--- src/rtl/bsg_adder_carry_save_resolver.sv ---
// Resolves a carry-save pair into one binary sum, one chunk per cycle.
// Chunk 0 is added in the accept cycle; later chunks use the latched pair.
module bsg_adder_carry_save_resolver #(
  parameter int width_p = 32,
  parameter int chunk_p = 8
) (
  input  logic               clk_i,
  input  logic               reset_i,
  input  logic               v_i,
  output logic               ready_o,
  input  logic [width_p-1:0] resA_i,
  input  logic [width_p-1:0] resB_i,
  output logic               v_o,
  output logic [width_p-1:0] sum_o,
  output logic               carry_o,
  input  logic               yumi_i
);

  localparam int num_chunks_lp = width_p / chunk_p;
  localparam int cnt_w_lp =
    (num_chunks_lp > 1) ? $clog2(num_chunks_lp) : 1;
  localparam logic [cnt_w_lp-1:0] last_lp =
    cnt_w_lp'(num_chunks_lp - 1);

  if ((chunk_p < 1) || (chunk_p > width_p)
      || ((width_p % chunk_p) != 0)) begin : g_bad_param
    $error("bad width_p/chunk_p combination");
  end

  typedef enum logic [1:0] {
    IDLE,
    BUSY,
    DONE
  } state_e;

  typedef logic [num_chunks_lp-1:0][chunk_p-1:0] vec_t;

  state_e              state_q, state_d;
  logic [cnt_w_lp-1:0] cnt_q, cnt_d;
  logic                carry_q, carry_d;
  logic                cout_q, cout_d;
  vec_t                a_q, a_d;
  vec_t                b_q, b_d;
  vec_t                sum_q, sum_d;

  vec_t                a_src, b_src;
  logic [cnt_w_lp-1:0] k;
  logic                c_in;
  logic                step;
  logic [chunk_p:0]    add;

  // Next-state, chunk selection and the single chunk adder.
  always_comb begin
    state_d = state_q;
    cnt_d   = cnt_q;
    carry_d = carry_q;
    cout_d  = cout_q;
    a_d     = a_q;
    b_d     = b_q;
    sum_d   = sum_q;
    a_src   = a_q;
    b_src   = b_q;
    k       = cnt_q;
    c_in    = carry_q;
    step    = 1'b0;

    unique case (state_q)
      IDLE: begin
        if (v_i) begin
          a_src = resA_i;
          b_src = resB_i;
          a_d   = resA_i;
          b_d   = resB_i;
          k     = '0;
          c_in  = 1'b0;
          step  = 1'b1;
        end
      end
      BUSY: step = 1'b1;
      DONE: begin
        if (yumi_i) state_d = IDLE;
      end
      default: state_d = IDLE;
    endcase

    add = {1'b0, a_src[k]}
        + {1'b0, b_src[k]}
        + {{chunk_p{1'b0}}, c_in};

    if (step) begin
      sum_d[k] = add[chunk_p-1:0];
      carry_d  = add[chunk_p];
      if (k == last_lp) begin
        state_d = DONE;
        cout_d  = add[chunk_p];
        cnt_d   = '0;
      end else begin
        state_d = BUSY;
        cnt_d   = k + cnt_w_lp'(1);
      end
    end
  end

  // State and datapath registers with synchronous reset.
  always_ff @(posedge clk_i) begin
    if (reset_i) begin
      state_q <= IDLE;
      cnt_q   <= '0;
      carry_q <= 1'b0;
      cout_q  <= 1'b0;
      a_q     <= '0;
      b_q     <= '0;
      sum_q   <= '0;
    end else begin
      state_q <= state_d;
      cnt_q   <= cnt_d;
      carry_q <= carry_d;
      cout_q  <= cout_d;
      a_q     <= a_d;
      b_q     <= b_d;
      sum_q   <= sum_d;
    end
  end

  assign ready_o = (state_q == IDLE) & ~reset_i;
  assign v_o     = (state_q == DONE);
  assign sum_o   = sum_q;
  assign carry_o = cout_q;

`ifndef SYNTHESIS
  // A consumer taking a result that is not offered is a protocol error.
  always_ff @(posedge clk_i) begin
    if (!reset_i && yumi_i && !v_o)
      $error("yumi_i asserted while v_o=0");
  end
`endif

endmodule

--- config.mk ---
export PLATFORM = sky130hd
export DESIGN_NAME = bsg_adder_carry_save_resolver
export DESIGN_NICKNAME = d
export VERILOG_FILES = /design/src/rtl/bsg_adder_carry_save_resolver.sv
export SDC_FILE = /design/constraint.sdc
export NUM_CORES = 1
export LEC_CHECK = 0
export CAP_MARGIN = 40
export CORE_MARGIN = 2
export CORE_UTILIZATION = 29
export CTS_CLUSTER_SIZE = 30
export DETAILED_ROUTE_END_ITERATION = 12
export GPL_ROUTABILITY_DRIVEN = 0
export HOLD_SLACK_MARGIN = 0.1
export MAX_ROUTING_LAYER = met4
export RECOVER_POWER = 25
export SLEW_MARGIN = 20
export SYNTH_ARGS = -nofsm -noshare
export SYNTH_HDL_FRONTEND = slang
export SYNTH_SLANG_ARGS = --single-unit
--- constraint.sdc ---
create_clock -name clk_i -period 3.5 [get_ports clk_i]
set_input_delay 0.35 -clock clk_i [delete_from_list [all_inputs] [get_ports clk_i]]
set_output_delay 0.35 -clock clk_i [all_outputs]
set_load 0.03 [all_outputs]
**Cell sizes after repair**

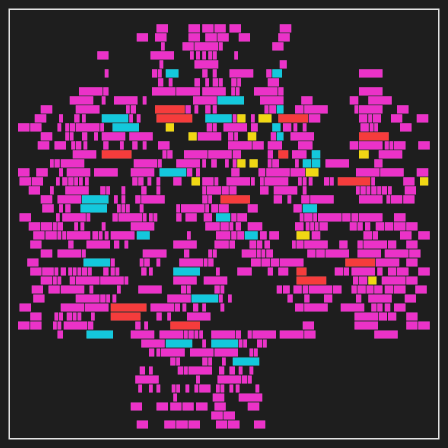
[cyan] drive 2 | cells: 26 | share: 4.1% | most used: mux4_2
[red] drive 6 and up | cells: 14 | share: 2.2% | most used: clkbuf_16
[magenta] drive 1 or less | cells: 574 | share: 92% | most used: nand2_1
[yellow] drive 3 to 4 | cells: 13 | share: 2.1% | most used: buf_4

**Cell area per tile**

13 x 13 tiles, from black (low) to pale yellow (high), 0 to 100% covered.
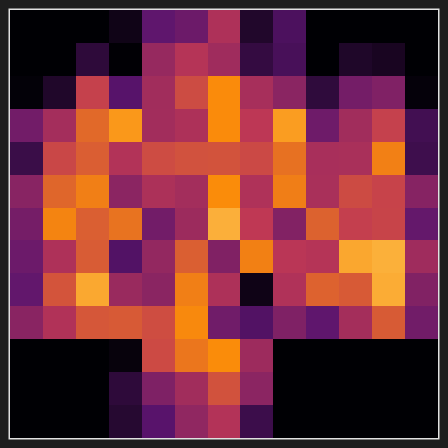
emptiest ninth of the die: bottom right
fullest tile: 83%
mean over tiles: 35%

**Congestion heat map**

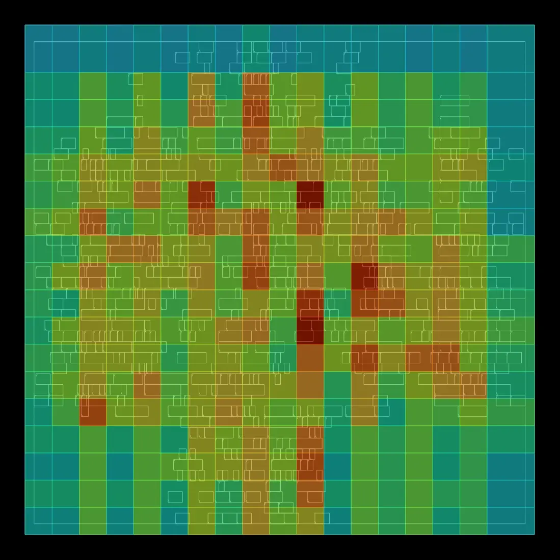
met1 GRT Util: 0.181
Most Crowded Layer GR: met2
drt wl/cell: 13.9 um
gr usage total: 0.148
GR Util met2: 0.244

==> results.txt <==
cell type with the largest total area = dfxtp_1
post-CTS sizing = 0
skew final = 8.98 ps
fillcell total = 1525
syn_area_per_cell = 8.47 sq um
Commonest flop = dfxtp_1
n_diodes = 0
slowest stage cell, crit path = dfxtp_1
CP Cell Sequence = buf_4 -> mux4_2 -> nand2_1 -> nand2_1 -> ha_1 -> a21oi_1 -> a21boi_2 -> or4_1 -> o211ai_1
mux frac, synth = 0.0807
Max Cap Viol = 0
Mapped Cells = 538
synth unique cells = 40
Post-synth ARST share = 0
H-tree Lvls = 3
vias in the first global route = 3817
Root Driver = clkbuf_16
Setup Crit Path Kind = reg -> reg
fin. max-slew vios = 0
Core Region = 0.0153 sq mm
Initial DRC Count = 222
status = finished, final reports clean
Power Clock = 1070 uW
Die W = 129 um
Inst Count DP = 823
Reg2Reg Depth = 9
full die area = 0.0167 sq mm
unrepaired setup endpoints after global routing = no
top cells by area, synth = dfxtp_1 45%, nand2_1 14%, a21oi_1 8.1%
warning total across the stage logs = 29
maximum VDD drop = 0.270 mV
Clock Power Share = 0.365
most numerous cell in the Yosys netlist = nand2_1
Critical Path RT = 3770 ps
Synth top cells by count = 169 x nand2_1, 102 x dfxtp_1, 74 x a21oi_1
sequential area share after synthesis = 0.448
post-route ant nets = 0
I/O pin count = 103
router iterations before antenna repair = 5
launching point of the worst reg2reg path = cnt_q[0]$_SDFFE_PP0P_
HP Start = reset_i
**Cells coloured by class**

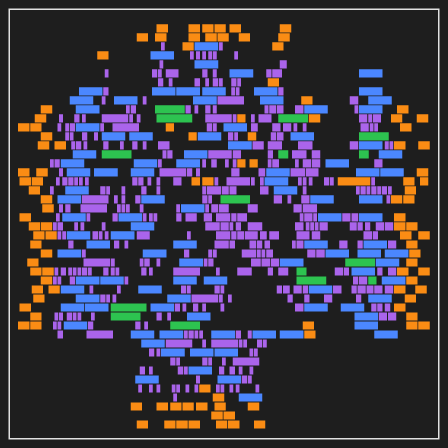
[orange] other buffers and delay cells | cells: 110
[green] clock drivers and dummy loads | cells: 15
[purple] all other logic | cells: 400
[blue] flip-flops | cells: 102
Final Instance Area: 0.00608 sq mm
flop share of the area: 0.336
Cell Rows: 45

**Sequential cells grouped by signal name**

Other sequential cells in the stronger grey, the rest of the logic in the fainter grey.
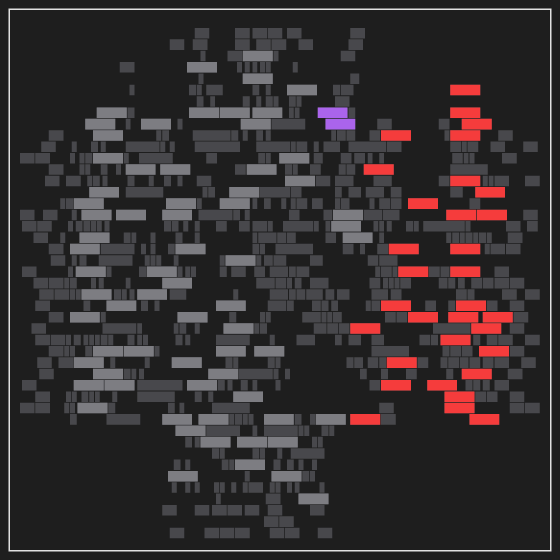
[red] `sum_o` | sequential cells: 32
[purple] `state_q` | sequential cells: 2
not coloured: 68
register area: 0.00204 sq mm
sequential cell power: 1280 uW

## per-stage QoR
stage,util,setup slack [ps],hold WS (ps)
2_1_floorplan,-,695,433
3_3_place_gp,0.376,353,440
3_5_place_dp,0.378,223,445
4_1_cts,0.399,388,421
5_1_grt,0.398,231,447
6_report,0.398,440,438
## cell type report
| type | instances | area share |
|---|---|---|
| Clock buffer | 9 | 0.0371 |
| Clock inverter | 6 | 0.0154 |
| Inverter | 4 | 0.00247 |
| Multi-Input combinational cell | 396 | 0.385 |
| Sequential cell | 102 | 0.336 |
| Tap cell | 211 | 0.0434 |
| Timing Repair Buffer | 110 | 0.181 |
## registers in the layout (all words and copies together) (netlist names)
name,count
carry_o,1
a_q,32
carry_q,1
sum_o,32
state_q,2
b_q,32
cnt_q,2
Power and IR drop assume default switching activity.
